## src/rtl/dds_chirp_core.sv

```systemverilog
`timescale 1ns / 1ps
// dds_chirp_core
//
// Purpose:
//   This block receives chirp parameters from the pulse sequencer over a
//   4-phase REQ/ACK link. It then runs a linear-FM phase accumulator for the
//   sine LUT downstream. Everything runs on CLK.
//   REQ and DDS_start come from the sequencer's clock domain, so each one is
//   synchronised before use.
//
// Ports:
//   CLK             DDS clock; the only clock in the block
//   RESET_N         synchronous, active-low reset
//   REQ             sequencer data-valid request (asynchronous)
//   ACK             capture acknowledge back to the sequencer
//   DDS_freq        start frequency word (stable while REQ=1)
//   DDS_delta_freq  frequency step per sweep tick (stable while REQ=1)
//   DDS_delta_rate  clocks per sweep tick, 0 = no sweep (stable while REQ=1)
//   DDS_start       run level from the sequencer (asynchronous)
//   PHASE           phase accumulator output
//   FREQ_CUR        current instantaneous frequency word
//   PHASE_VALID     high while the engine is running
//   CFG_LOADED      one-cycle pulse when new parameters are captured
module dds_chirp_core #(
  parameter int PHASE_W     = 48,
  parameter int SYNC_STAGES = 2
) (
  input  logic               CLK,
  input  logic               RESET_N,
  input  logic               REQ,
  output logic               ACK,
  input  logic [PHASE_W-1:0] DDS_freq,
  input  logic [PHASE_W-1:0] DDS_delta_freq,
  input  logic [31:0]        DDS_delta_rate,
  input  logic               DDS_start,
  output logic [PHASE_W-1:0] PHASE,
  output logic [PHASE_W-1:0] FREQ_CUR,
  output logic               PHASE_VALID,
  output logic               CFG_LOADED
);

  localparam logic [0:0] H_IDLE = 1'b0;
  localparam logic [0:0] H_ACK  = 1'b1;
  localparam logic [0:0] C_STOP = 1'b0;
  localparam logic [0:0] C_RUN  = 1'b1;

  // ---------------------------------------------------------------------
  // Synchronisers. Bit 0 is the first flop, and the top bit is the resolved level.
  // ---------------------------------------------------------------------
  logic [SYNC_STAGES-1:0] req_sync_reg;
  logic [SYNC_STAGES-1:0] start_sync_reg;
  logic                   req_s;
  logic                   start_s;

  always_ff @(posedge CLK) begin
    if (!RESET_N) begin
      req_sync_reg   <= '0;
      start_sync_reg <= '0;
    end else begin
      req_sync_reg   <= {req_sync_reg[SYNC_STAGES-2:0], REQ};
      start_sync_reg <= {start_sync_reg[SYNC_STAGES-2:0], DDS_start};
    end
  end

  assign req_s   = req_sync_reg[SYNC_STAGES-1];
  assign start_s = start_sync_reg[SYNC_STAGES-1];

  // ---------------------------------------------------------------------
  // Handshake FSM and shadow parameter registers
  // ---------------------------------------------------------------------
  logic [0:0]         h_state_reg;
  logic               ack_reg;
  logic               cfg_loaded_reg;
  logic [PHASE_W-1:0] shadow_freq_reg;
  logic [PHASE_W-1:0] shadow_dfreq_reg;
  logic [31:0]        shadow_rate_reg;

  always_ff @(posedge CLK) begin
    if (!RESET_N) begin
      h_state_reg      <= H_IDLE;
      ack_reg          <= 1'b0;
      cfg_loaded_reg   <= 1'b0;
      shadow_freq_reg  <= '0;
      shadow_dfreq_reg <= '0;
      shadow_rate_reg  <= '0;
    end else begin
      cfg_loaded_reg <= 1'b0;
      case (h_state_reg)
        H_IDLE: begin
          if (req_s) begin
            shadow_freq_reg  <= DDS_freq;
            shadow_dfreq_reg <= DDS_delta_freq;
            shadow_rate_reg  <= DDS_delta_rate;
            ack_reg          <= 1'b1;
            cfg_loaded_reg   <= 1'b1;
            h_state_reg      <= H_ACK;
          end
        end
        H_ACK: begin
          // Inputs are ignored until REQ drops. This gives one capture per REQ pulse.
          if (!req_s) begin
            ack_reg     <= 1'b0;
            h_state_reg <= H_IDLE;
          end
        end
        default: begin
          ack_reg     <= 1'b0;
          h_state_reg <= H_IDLE;
        end
      endcase
    end
  end

  // ---------------------------------------------------------------------
  // Chirp engine
  //   The step and rate are copied at the start edge. A capture that lands
  //   mid-run therefore cannot disturb the sweep in progress. The shadow
  //   registers are read with their pre-edge values. So a capture in the same
  //   cycle as a start edge takes effect only from the following start.
  // ---------------------------------------------------------------------
  logic [0:0]         c_state_reg;
  logic               start_d_reg;
  logic [PHASE_W-1:0] phase_reg;
  logic [PHASE_W-1:0] freq_reg;
  logic [PHASE_W-1:0] run_dfreq_reg;
  logic [31:0]        run_rate_reg;
  logic [31:0]        rate_cnt_reg;

  always_ff @(posedge CLK) begin
    if (!RESET_N) begin
      c_state_reg   <= C_STOP;
      start_d_reg   <= 1'b0;
      phase_reg     <= '0;
      freq_reg      <= '0;
      run_dfreq_reg <= '0;
      run_rate_reg  <= '0;
      rate_cnt_reg  <= '0;
    end else begin
      start_d_reg <= start_s;
      case (c_state_reg)
        C_STOP: begin
          phase_reg <= '0;
          if (start_s && !start_d_reg) begin
            freq_reg      <= shadow_freq_reg;
            run_dfreq_reg <= shadow_dfreq_reg;
            run_rate_reg  <= shadow_rate_reg;
            rate_cnt_reg  <= '0;
            c_state_reg   <= C_RUN;
          end
        end
        C_RUN: begin
          if (!start_s) begin
            phase_reg   <= '0;
            c_state_reg <= C_STOP;
          end else begin
            phase_reg <= phase_reg + freq_reg;
            if (run_rate_reg != 32'd0) begin
              if (rate_cnt_reg == run_rate_reg - 32'd1) begin
                freq_reg     <= freq_reg + run_dfreq_reg;
                rate_cnt_reg <= '0;
              end else begin
                rate_cnt_reg <= rate_cnt_reg + 32'd1;
              end
            end
          end
        end
        default: begin
          phase_reg   <= '0;
          c_state_reg <= C_STOP;
        end
      endcase
    end
  end

  assign ACK         = ack_reg;
  assign CFG_LOADED  = cfg_loaded_reg;
  assign PHASE       = phase_reg;
  assign FREQ_CUR    = freq_reg;
  assign PHASE_VALID = (c_state_reg == C_RUN);

endmodule

```

## config.mk

```make
export PLATFORM = sky130hd
export DESIGN_NAME = dds_chirp_core
export DESIGN_NICKNAME = d
export VERILOG_FILES = /design/src/rtl/dds_chirp_core.sv
export SDC_FILE = /design/constraint.sdc
export NUM_CORES = 1
export LEC_CHECK = 0
export CAP_MARGIN = 30
export CORE_MARGIN = 4
export CORE_UTILIZATION = 40
export DETAILED_ROUTE_END_ITERATION = 10
export PLACE_DENSITY = 0.67
export REMOVE_ABC_BUFFERS = 1
export SLEW_MARGIN = 20
export SYNTH_ARGS = -nofsm -noshare
export SYNTH_HDL_FRONTEND = slang
export SYNTH_SLANG_ARGS = --single-unit
```

## constraint.sdc

```tcl
create_clock -name CLK -period 4.6 [get_ports CLK]
set_input_delay 0.46 -clock CLK [delete_from_list [all_inputs] [get_ports CLK]]
set_output_delay 0.46 -clock CLK [all_outputs]
set_load 0.005 [all_outputs]
```

**Supply network**

Bar = 50 µm. Pins as bars on the die edge. Tap cells in grey.
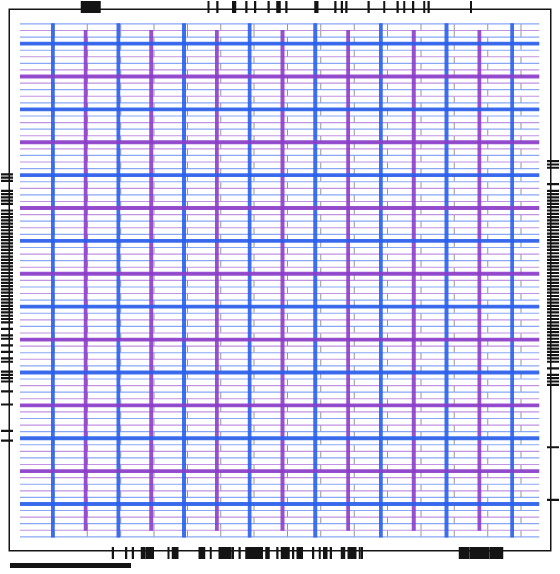
Key: blue = VSS; purple = VDD
15 straps on met5. 600 tap cells. The core has 78 rows.
core area: 0.0456 mm²
y dimension of the die: 223 µm
worst voltage drop across the vdd grid: 338 µV

**Placement by cell class**

Bar = 50 µm.
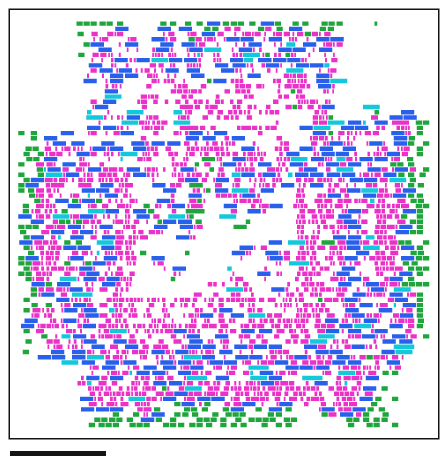
Key: magenta = remaining logic cells [cells 1756]; green = remaining buffers and delay cells [cells 255]; blue = sequential cells [cells 345]; cyan = clock drivers and dummy loads [cells 74]
sequential share of cell area: 0.302
final cell area excluding filler cells: 0.0229 mm²
placement row count: 78
end-of-flow core utilization: 0.501

**Clock distribution**

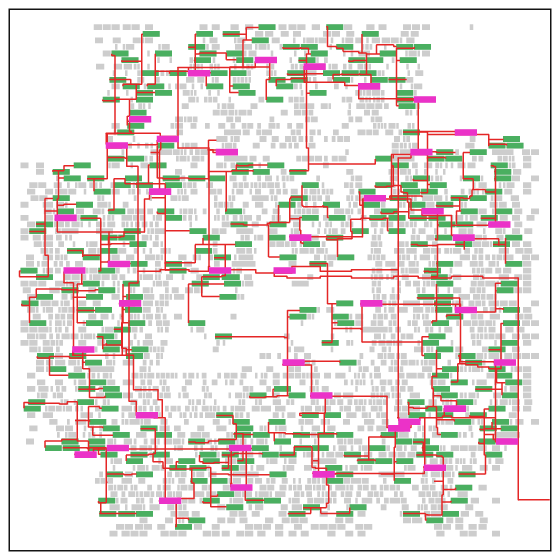
Key: red = clock wires [length 5040 µm]; green = flip-flops [count 345]; magenta = clock-net drivers [count 41]
Position of the flops: spread over the die.
Insertion Delay late pin: 570 ps
portion of total power attributed to the clock network: 0.484
worst setup skew after layout: 21.3 ps
reported clock group power: 0.00349 W

**Metal layers overlaid**

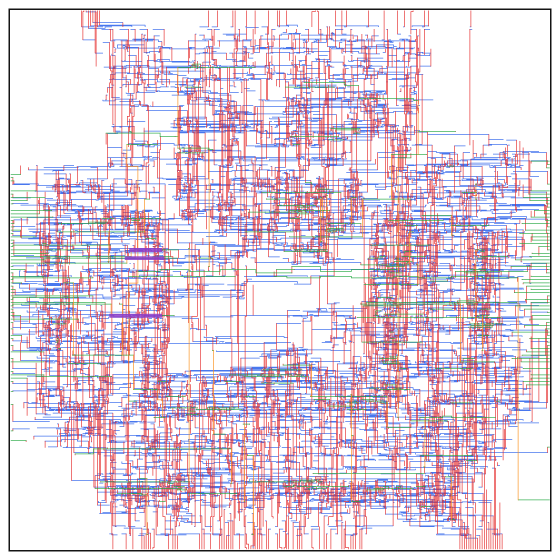
Key: purple = M5 [wire length 46.9 µm]; red = M2 [wire length 24.0 mm]; blue = M1 [wire length 25.0 mm]; orange = M4 [wire length 1070 µm]; green = M3 [wire length 3470 µm]
total via count after detailed routing: 16700
Global Route Usage Sum: 0.207

**Track usage over the die**

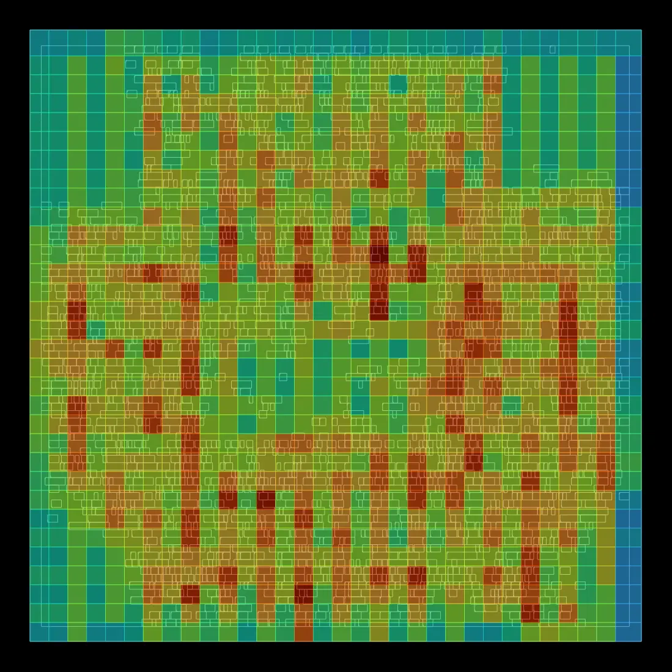
fraction of met1 tracks used by global routing: 0.288
Wirelength per Cell: 17.7 µm
GRT busiest layer: met2
met3 Use GR: 0.0401
global-route track usage on met2: 0.329

==> highlights.md <==
### Run status
• result of the run: finished, final reports clean

### Placement
• sum of net half-perimeters after detailed placement: 39300 µm
• cell area after placement: 0.0214 mm²
• count of input and output buffers: 230
• Inst Count DP: 2956
• Post-Place Setup Slack: 366 ps

### Drt
• Remaining DRCs: 0
• highest layer used for signal routing: met5
• count of nets left with antenna violations after detail routing: 0
• Starting DRT DRC Count: 1240
• average vias per placed instance: 5.51
• Routed Wire Length: 53600 µm
• Pre-Repair DR Iteration Count: 7
• detailed route wirelength on metal3: 3470 µm
• WL met1: 25000 µm

### Worst hold path
• hold path depth: 3
• Hold Crit Class: input port to flip-flop
• HP Start: RESET_N
• Hold Path Sink: shadow_dfreq_reg[45]$_SDFFE_PN0P_

### Yosys
• post-synthesis sequential area ratio: 0.372
• most frequent cells after synthesis: 345 x sky130_fd_sc_hd__dfxtp_1, 292 x sky130_fd_sc_hd__nor2_1, 265 x sky130_fd_sc_hd__nand2_1
• netlist area before placement: 0.0186 mm²
• proportion of synthesized flip-flops having asynchronous set or reset: 0
• most common cell in the synthesized netlist: sky130_fd_sc_hd__dfxtp_1
• cell count after synthesis: 2226
• yosys cell count: 2226
• yosys synthesis chip area: 0.0186 mm²
• area fraction in full adders, half adders and majority gates: 0.0676
• number of different library cells in the post-synthesis netlist: 74
• Most used DFF post-synth: sky130_fd_sc_hd__dfxtp_1
• Synth Register Bits: 345
• number of enable flip-flop cells: 0
• Simple Share, Synth: 0.190
• Compound Share, Synth: 0.186
• top post-synthesis cells by area: sky130_fd_sc_hd__dfxtp_1 37%, sky130_fd_sc_hd__mux2i_1 9.0%, sky130_fd_sc_hd__ha_1 6.5%
• synthesized area divided by synthesized cell count: 8.33 µm²
• portion of synthesized cell area occupied by the leading cell type: 0.372
• multiplexer area fraction after synthesis: 0.0902
• cell type with the largest total area: sky130_fd_sc_hd__dfxtp_1
• yosys warns: 0

### STA
• final hold vios: 0
• final-report max-slew violation count: 0
• Final Cycle Share: 0.933
• Finish-stage setup viols: 0
• final setup TNS: 0 ps
• setup repair after global routing missed its margin: no
• slew margin rel.: 0.365
• post-route minimum period: 4290 ps
• measured slew at the worst slew-check pin: 953 ps
• highest attainable clock frequency: 233 MHz
• worst hold slack across all endpoints: 383 ps
• PnR worst setup slack: 310 ps

### Clock network
• clock-pin slew reported for the worst setup and hold paths after clock tree synthesis: 60 ps
• H-tree depth reported by CTS: 2
• clock net sink count: 345
• root buffer cell: sky130_fd_sc_hd__clkbuf_16
• Post CTS Setup Buffer Count: 0
• total clock buffers created by CTS: 41
• post-cts hold buffer count: 0
• post-CTS resize count: 0
• TritonCTS clock tree: yes

### Finish
• Layout non-clock buf frac: 0.112
• post-layout net count: 2630
• area delta synth->final: 23.2%
• number of signal-net inverters in the final layout: 37
• most common library cell in the layout ignoring fill and taps: sky130_fd_sc_hd__dfxtp_1
• layout cell share with drive strength beyond 1: 0.0469
• Inserted Diodes: 0
• fraction of area in multi-input gates: 0.483
• clock-cell share of area: 0.0638
• number of clock buffers in the layout: 54
• combinational cell area excluding buffers and inverters: 0.0110 mm²
• top library cells by usage in the layout, fill and taps aside: 344 x sky130_fd_sc_hd__dfxtp_1, 292 x sky130_fd_sc_hd__nor2_1, 265 x sky130_fd_sc_hd__nand2_1, 229 x sky130_fd_sc_hd__clkdlybuf4s50_1, 199 x sky130_fd_sc_hd__a21oi_1
• most area-hungry cell class in the final design: logic gates
• flop count: 345
• register area: 0.00691 mm²
• Filler Cells Inserted: 4303

### Die
• Tap Count: 600
• I/O pin count: 231
• chip area: 0.0499 mm²
• width of the die: 223 µm

### Pwr
• power in sequential cells: 0.00312 W
• total leakage power: 8.75 nW
• P_int: 0.00551 W
• Pwr top: clock
• power dissipated by switching net loads: 0.00171 W
• part of the total power dissipated in combinational logic: 0.084
• pwr dens: 316 mW/mm²
• switching share of power: 0.236
• Total Power: 0.00722 W

### Global route
• maximum number of pins on one net before global-route repair: 83
• antenna violations before repair: 4
• Remaining Overflow, GRT: 0
• vias in the first global route: 16000

### Setup path
• depth of the worst register-to-register path: 11
• series of cell instances along the critical path: or4_1 > or4_1 > or3_1 > mux2i_1 > mux2i_1 > o21ai_1 > a2111oi_4 > nor3_2 > buf_4 > o21ai_0 > a31oi_1
• gate family responsible for the most delay along the worst path: simple AND/OR/NAND/NOR gates
• reg-to-reg critical path endpoint: rate_cnt_reg[22]$_SDFFE_PN0P_
• critical path startpoint category: flip-flop
• Worst EP required: 5090 ps
• endpoint arrival time on the critical path: 4780 ps
• launch point of the critical path: run_rate_reg[4]$_SDFFE_PN0P_
• logic depth of the worst path, buffers included: 11
• crit path kind: flip-flop to flip-flop
• largest stage delay on the critical path: 720 ps
• CP Capture Type: flip-flop
• largest fanout of any net on the critical path: 17
• slack of the worst reg-to-reg path: 310 ps
• startpoint of the most critical register-to-register path: run_rate_reg[4]$_SDFFE_PN0P_
• Slowest-stage cell, CP: sky130_fd_sc_hd__or4_1
• endpoint of the most critical setup path: rate_cnt_reg[22]$_SDFFE_PN0P_
• critical path buffer and inverter count: 1

### Flow run
• max-capacitance violation count: 0
• OpenROAD warnings: 25

No activity file was given, so power comes from the tool's default toggle rates.
